Design fracturable_logic_element, sky130hd; sources not shown.
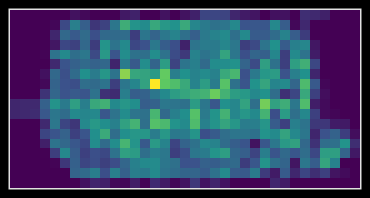
**Above:** run 1 (routed metal per tile).
Drawn at 2 px/um. 35 x 18 tiles, from dark purple (low) to yellow (high), scaled to the fullest tile. Values are wire area over tile area, all layers added.
nearly empty tiles	21%
densest ninth of the die	middle
fullest tile	0.50
tiles over half the peak	15%
mean over tiles	0.14
total track usage: 0.192
final wirelength: 13,900 um
total via count in the routed design: 5,075
drt wl/cell: 13.8 um

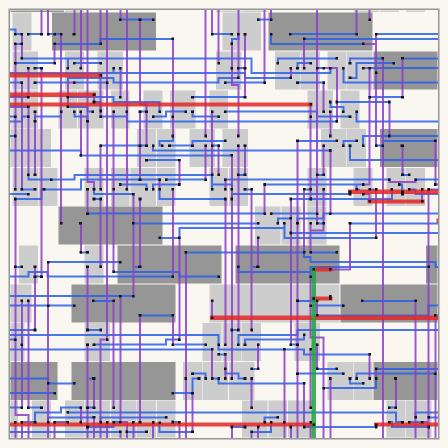
**Above:** run 1 (zoomed window).
Region (73, 30) to (103, 60) um. Cells in grey, sequential cells in the stronger grey; small squares are vias.
colour	layer
purple	M2
green	M4
blue	M1
red	M3
most frequent	nand2_1 (29), nand3_1 (18), dfxtp_1 (11)
sequential cells in the window	11
cells with their middle in the window	77

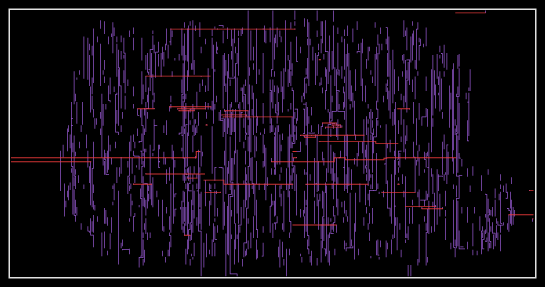
**Above:** run 1 (metal layers overlaid).
Drawn at 3 px/um. Two of the layers only.
colour	layer	wire length
red	M3	511 um
purple	M2	6,030 um

==> flow_summary.toml, run 1 <==
# generated from flow reports
[sta]
whs_ps = 405
rsz0062_at_grt = "no"
slew_headroom = 0.470
totalNegativeSetupSlack_ps = 0
tcrit_tclk_final = 0.784
drv_slew = 0
post-route-worst-setup-slack_ps = 945
report.final.hold_viol_count = 0
max_frequency_mhz = 291
final.min_clock_period_ps = 3430
finalSetupViolCount = 0
worst_slew_pin_tran_ps = 794

[yosys]
synth.cell_area_um2 = 5920
edf_count = 0
post_synth_mux_area_share = 0
post_synth_main_logic_family = "simple AND/OR/NAND/NOR gates"
syn-mean-instance-area_um2 = 7.13
asr_flop_ratio_synth = 0
yosysCellCount = 830
synth_chip_area_um2 = 5920
postSynthSeqShare = 0.507
synth_cells = 830
synth.cellmix.xorXnorShare = 0.00148
synth.yosys.warnings = 0
ys_dominant_reg_cell = "sky130_fd_sc_hd__dfxtp_1"
syn-num-nets = 843
ys_seq_elements = 150
post_synth_fa_ha_maj_area_fraction = 0.00211
post_synthesis_simple_gate_area_fraction = 0.292
compound_area_frac = 0.141
synth_cell_types = 25

[hold_path]
hold_path_depth = 2
worst_hold_path_type = "flop to flop"

[die]
fp.dieH_um = 89.0
row_count = 31
initCoreUtil = 0.409
placeableCoreArea_um2 = 14500
fp.dieArea_um2 = 15600
pin_count = 17
die_width_um = 175

[job]
warnings = 26
drv.max_cap_violation_count = 0

[power_and_ir_drop]
max-vdd-ir-drop_v = 0.000259
p_per_area_nw_per_um2 = 458
power.static_leakage_nw = 2.45
total_power_consumption_of_the_routed_design_mw = 3.00

[final_layout]
diodes_inserted = 0
area_growth_pct = 10.8
final_net_count = 812
final_core_util = 0.453
layout_top_cell_excl_fill_tap = "sky130_fd_sc_hd__nand2_1"
design_area_um2 = 6560
post_route_cells_drive_above_1_share = 0.0494
layout.cells.non_filler = 1007
filler_cell_count = 1478
final_cell_mix = "sky130_fd_sc_hd__nand2_1, sky130_fd_sc_hd__dfxtp_1, sky130_fd_sc_hd__nor2_1"
largest_register_ffs = 71

[place]
placement.setup.worst_slack_ps = 969
numPlacedInstances = 978
io_buffer_count = 0
dpl_cell_area_um2 = 5980
detailedPlacementHpwl_um = 8070
rd_place_congestion = 0.740

[grt]
grt_antenna_before_repair = 0
wire_length_of_the_first_global_routing_pass_um = 23800
gr-total-overflow = 0
grt_pass1_vias = 4818
maximum_number_of_pins_on_one_net_before_global_route_repair = 77

[critical_path]
crit_path_max_incr_delay_ps = 320
timing.critical_path.max_delay_family = "buffers and inverters"
cp_data_required_time_ps = 3450
worstSetupPathType = "input port to output port"
setup.reg_to_reg.worst_slack_ps = 1960
critPathSlowestCell = "sky130_fd_sc_hd__buf_4"
path_buffers = 3
crit_path_max_fanout = 33
critPathCaptureType = "output port"
cells_traversed_along_the_worst_timing_path = "inv_1 -> buf_4 -> nand2_1 -> nand3_1 -> nand3_1 -> nand2_1 -> nand2_1 -> nand3_1 -> nand3b_1 -> a31oi_1 -> buf_4"
reg2regPathDepth = 10
cp.depth = 11
startpoint_type = "input port"
arrival_ps = 2510

[clock_network]
clkSlewWorstSetupHoldPaths_ps = 60
insertion_delay_ps = 420
cts_htree_levels = 4
tritoncts_clock_tree = "yes"
cts_root_buffer = "sky130_fd_sc_hd__clkbuf_16"
tritoncts.num_buffers = 17
clock-sinks = 150
cts.path.max_buffers = 2

[detailed_routing]
final_antenna_net_count = 0
viasPerCell = 5.04
detail_route.drc_violations = 0
dr.first_iter.drc_count = 334
drtPass1Iterations = 5

[outcome]
result_of_the_run = "complete, no violations"
[run 1: where the power goes]
| group | internal [mW] | switching [mW] | total (mW) |
|---|---|---|---|
| registers | 1.41 | 0.0341 | 1.44 |
| clock network | 0.877 | 0.550 | 1.43 |
| logic | 0.0465 | 0.0871 | 0.134 |
[run 1: cells in the mapped netlist, types with 2 or more instances]
| cell | n | area share |
|---|---|---|
| sky130_fd_sc_hd__nand2_1 | 227 | 0.14 |
| sky130_fd_sc_hd__dfxtp_1 | 150 | 0.51 |
| sky130_fd_sc_hd__nor2_1 | 134 | 0.085 |
| sky130_fd_sc_hd__a21oi_1 | 80 | 0.068 |
| sky130_fd_sc_hd__o21ai_0 | 80 | 0.068 |
| sky130_fd_sc_hd__nand3_1 | 59 | 0.050 |
| sky130_fd_sc_hd__clkbuf_1 | 45 | 0.029 |
| sky130_fd_sc_hd__inv_1 | 22 | 0.014 |
| sky130_fd_sc_hd__buf_2 | 8 | 0.0068 |
| sky130_fd_sc_hd__buf_4 | 3 | 0.0038 |
| sky130_fd_sc_hd__inv_2 | 3 | 0.0019 |
| sky130_fd_sc_hd__nand4_1 | 3 | 0.0032 |
| sky130_fd_sc_hd__a31oi_1 | 2 | 0.0021 |
| sky130_fd_sc_hd__nand3b_1 | 2 | 0.0025 |
| sky130_fd_sc_hd__o31ai_1 | 2 | 0.0025 |
[run 1: cell type report]
cell class                      instances  area [um^2]  share of cell area
Timing Repair Buffer                    7         52.6             0.00802
Sequential cell                       150         3000               0.458
Clock buffer                           22          474              0.0723
Multi-Input combinational cell        598         2590               0.394
Tap cell                              198          248              0.0378
Clock inverter                          7         98.8              0.0151
Inverter                               25         93.8              0.0143
[run 1: layer usage]
layer	routed length, um	track usage
met5	0	0
met4	161	0.0645
met3	511	0.0451
met2	6030	0.308
met1	7180	0.258
## Run 2: what changed since run 1
- PLACE_DENSITY: 0.56 -> 0.58
- clock period: 4.38 -> 2.8 ns (I/O delays scaled with it)
==> run 2 against run 1 <==
- synthesized cell count unchanged
- sequential power increased by 57%
- clock power increased by 49%
- final area increased by 0.73%
- wire length decreased by 1.3%
- non-clock buffer count increased by 2
- final cell count increased by 0.50%
- worst hold slack got worse by 260 ps
- register-to-register slack got worse by 1300 ps
- global-route usage decreased by 0.078 points
- sequential cell count unchanged
- critical path depth decreased by 2
==> flow_summary.toml, run 2 <==
# generated from flow reports
[sta]
drv_slew = 0
tcrit_tclk_final = 0.913
rsz0062_at_grt = "no"
final.min_clock_period_ps = 2560
whs_ps = 150
slew_headroom = 0.481
finalSetupViolCount = 0
report.final.hold_viol_count = 0

[power_and_ir_drop]
p_per_area_nw_per_um2 = 697
clkPwrFrac = 0.463
power_dissipated_by_switching_net_loads_mw = 1.09
power.switching_fraction = 0.236
cell_internal_pwr_mw = 3.52
combinationalPowerShare = 0.048
power.static_leakage_nw = 2.46
seq_power_share = 0.490

[grt]
gr-total-overflow = 0
grt_antenna_before_repair = 0
grt_util_all_layers = 0.191
grt_pass1_vias = 4776
maximum_number_of_pins_on_one_net_before_global_route_repair = 77

[job]
warnings = 26
drv.max_cap_violation_count = 0

[hold_path]
hold_path_depth = 1
worst_hold_path_type = "input port to flop"

[critical_path]
reg2regPathDepth = 10
cp.depth = 9
setup.reg_to_reg.worst_slack_ps = 630
arrival_ps = 1950
cp_data_required_time_ps = 2190
crit_path_max_fanout = 17
crit_path_max_incr_delay_ps = 400
startpoint_type = "input port"
critPathCaptureType = "output port"
critPathSlowestCell = "sky130_fd_sc_hd__inv_1"
worstSetupPathType = "input port to output port"
cells_traversed_along_the_worst_timing_path = "inv_1 -> nand3_1 -> nand3_1 -> nand2_1 -> nand2_1 -> nand3_1 -> nand3b_1 -> a31oi_2 -> buf_12"
timing.critical_path.max_delay_family = "simple AND/OR/NAND/NOR gates"

[yosys]
ys_dominant_reg_cell = "sky130_fd_sc_hd__dfxtp_1"
yosys-top-cells-area = "sky130_fd_sc_hd__dfxtp_1, sky130_fd_sc_hd__nand2_1, sky130_fd_sc_hd__nor2_1"
netlist.top_cell.by_instances = "sky130_fd_sc_hd__nand2_1"
synth.top_cells.by_count = "sky130_fd_sc_hd__nand2_1, sky130_fd_sc_hd__dfxtp_1, sky130_fd_sc_hd__nor2_1, sky130_fd_sc_hd__a21oi_1, sky130_fd_sc_hd__o21ai_0"
synth_cell_types = 25
synth_chip_area_um2 = 5920
yosysCellCount = 830
postSynthSeqShare = 0.507
synth.cell_area_um2 = 5920
post-synth-top-area-cell = "sky130_fd_sc_hd__dfxtp_1"
syn-mean-instance-area_um2 = 7.13
synth.yosys.warnings = 0
syn-num-nets = 843
synth_largest_type_area_fraction = 0.507
asr_flop_ratio_synth = 0
ys_seq_elements = 150

[place]
detailedPlacementHpwl_um = 7930
rd_place_congestion = 0.737
io_buffer_count = 0

[clock_network]
clkSlewWorstSetupHoldPaths_ps = 60
clock-sinks = 150
tritoncts.num_buffers = 17
insertion_delay_ps = 420
cts_root_buffer = "sky130_fd_sc_hd__clkbuf_16"
tritoncts_clock_tree = "yes"
cts_htree_levels = 4

[final_layout]
final_net_count = 814
final_cell_mix = "sky130_fd_sc_hd__nand2_1, sky130_fd_sc_hd__dfxtp_1, sky130_fd_sc_hd__nor2_1"
post_route_cells_drive_above_1_share = 0.0577
diodes_inserted = 0
area_growth_pct = 11.6
largest_register_ffs = 71

[die]
fp.dieH_um = 89.0
initCoreUtil = 0.409
pin_count = 17
row_count = 31
fp.dieArea_um2 = 15600

[detailed_routing]
drt-wirelength-per-cell_um = 13.5
routed_wl_um = 13700
routed-via-count = 5029
drtPass1Iterations = 5
final_antenna_net_count = 0
dr.first_iter.drc_count = 344
detail_route.drc_violations = 0

[outcome]
result_of_the_run = "complete, no violations"
[run 2: cell counts after synthesis]
No cell type changed its count.
[run 2: final cells by class]
cell class	instances	area [um^2]
Sequential cell	150	3000
Fill cell	1477	7860
Timing Repair Buffer	9	105
Multi-Input combinational cell	598	2600
Inverter	25	93.8
Tap cell	198	248
Clock inverter	9	67.6
Clock buffer	23	488
[run 2: kinds of logic (layout without fill, tap and decap cells)]
| group | after synthesis | after routing | synth area share |
|---|---|---|---|
| buffers and inverters | 82 | 66 | 0.0556 |
| xor gates and xnor gates | 1 | 1 | 0.00148 |
| other | 1 | 1 | 0.000634 |
| AOI/OAI and AO/OA | 165 | 165 | 0.141 |
| adders and majority gates | 1 | 1 | 0.00211 |
| and+or+nand+nor | 430 | 430 | 0.292 |
| DFF | 150 | 150 | 0.507 |
[run 2: per-stage QoR]
step            util  total power, mW  instances  cell area, um^2  worst slack (ps)
6_report       0.456             4.61       1012             6600               243
5_1_grt        0.456             4.77       1012             6600              47.9
4_1_cts        0.456             4.64       1012             6600               263
3_5_place_dp   0.418             2.52        980             6050               266
3_3_place_gp   0.418             2.52        980             6050               284
2_1_floorplan      -             2.50        830             5930              53.8
[run 2: per-layer routing]
layer	share of wire	vias to the layer above	global-route usage
li1	-	2624	-
met1	0.51	2331	0.255
met2	0.43	60	0.308
met3	0.042	14	0.0404
met4	0.013	0	0.0754
met5	0	-	0
[run 2: power groups by stage]
stage          combinational, mW  clock [mW]  sequential, mW
3_3_place_gp               0.214           0            2.30
3_5_place_dp               0.219           0            2.30
2_1_floorplan              0.206           0            2.29
5_1_grt                    0.257        2.25            2.26
4_1_cts                    0.221        2.16            2.26
6_report                   0.219        2.13            2.26
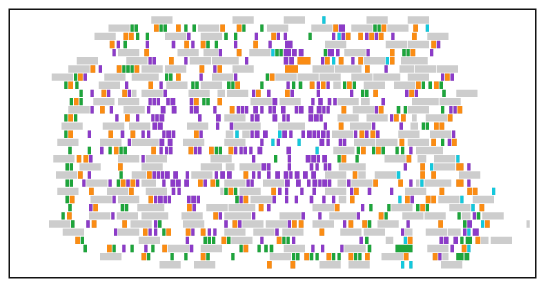
**Above:** run 2 (logic cells by family).
Drawn at 3 px/um.
colour	family	cells
green	nor cells	138
purple	nand cells	291
orange	aoi and oai cells	164
cyan	inv cells	25
most frequently placed logic cell in the final layout: sky130_fd_sc_hd__nand2_1
logic share of the area: 0.394
Post-Layout Cell Count: 1,012

No activity file was given, so power comes from the tool's default toggle rates.
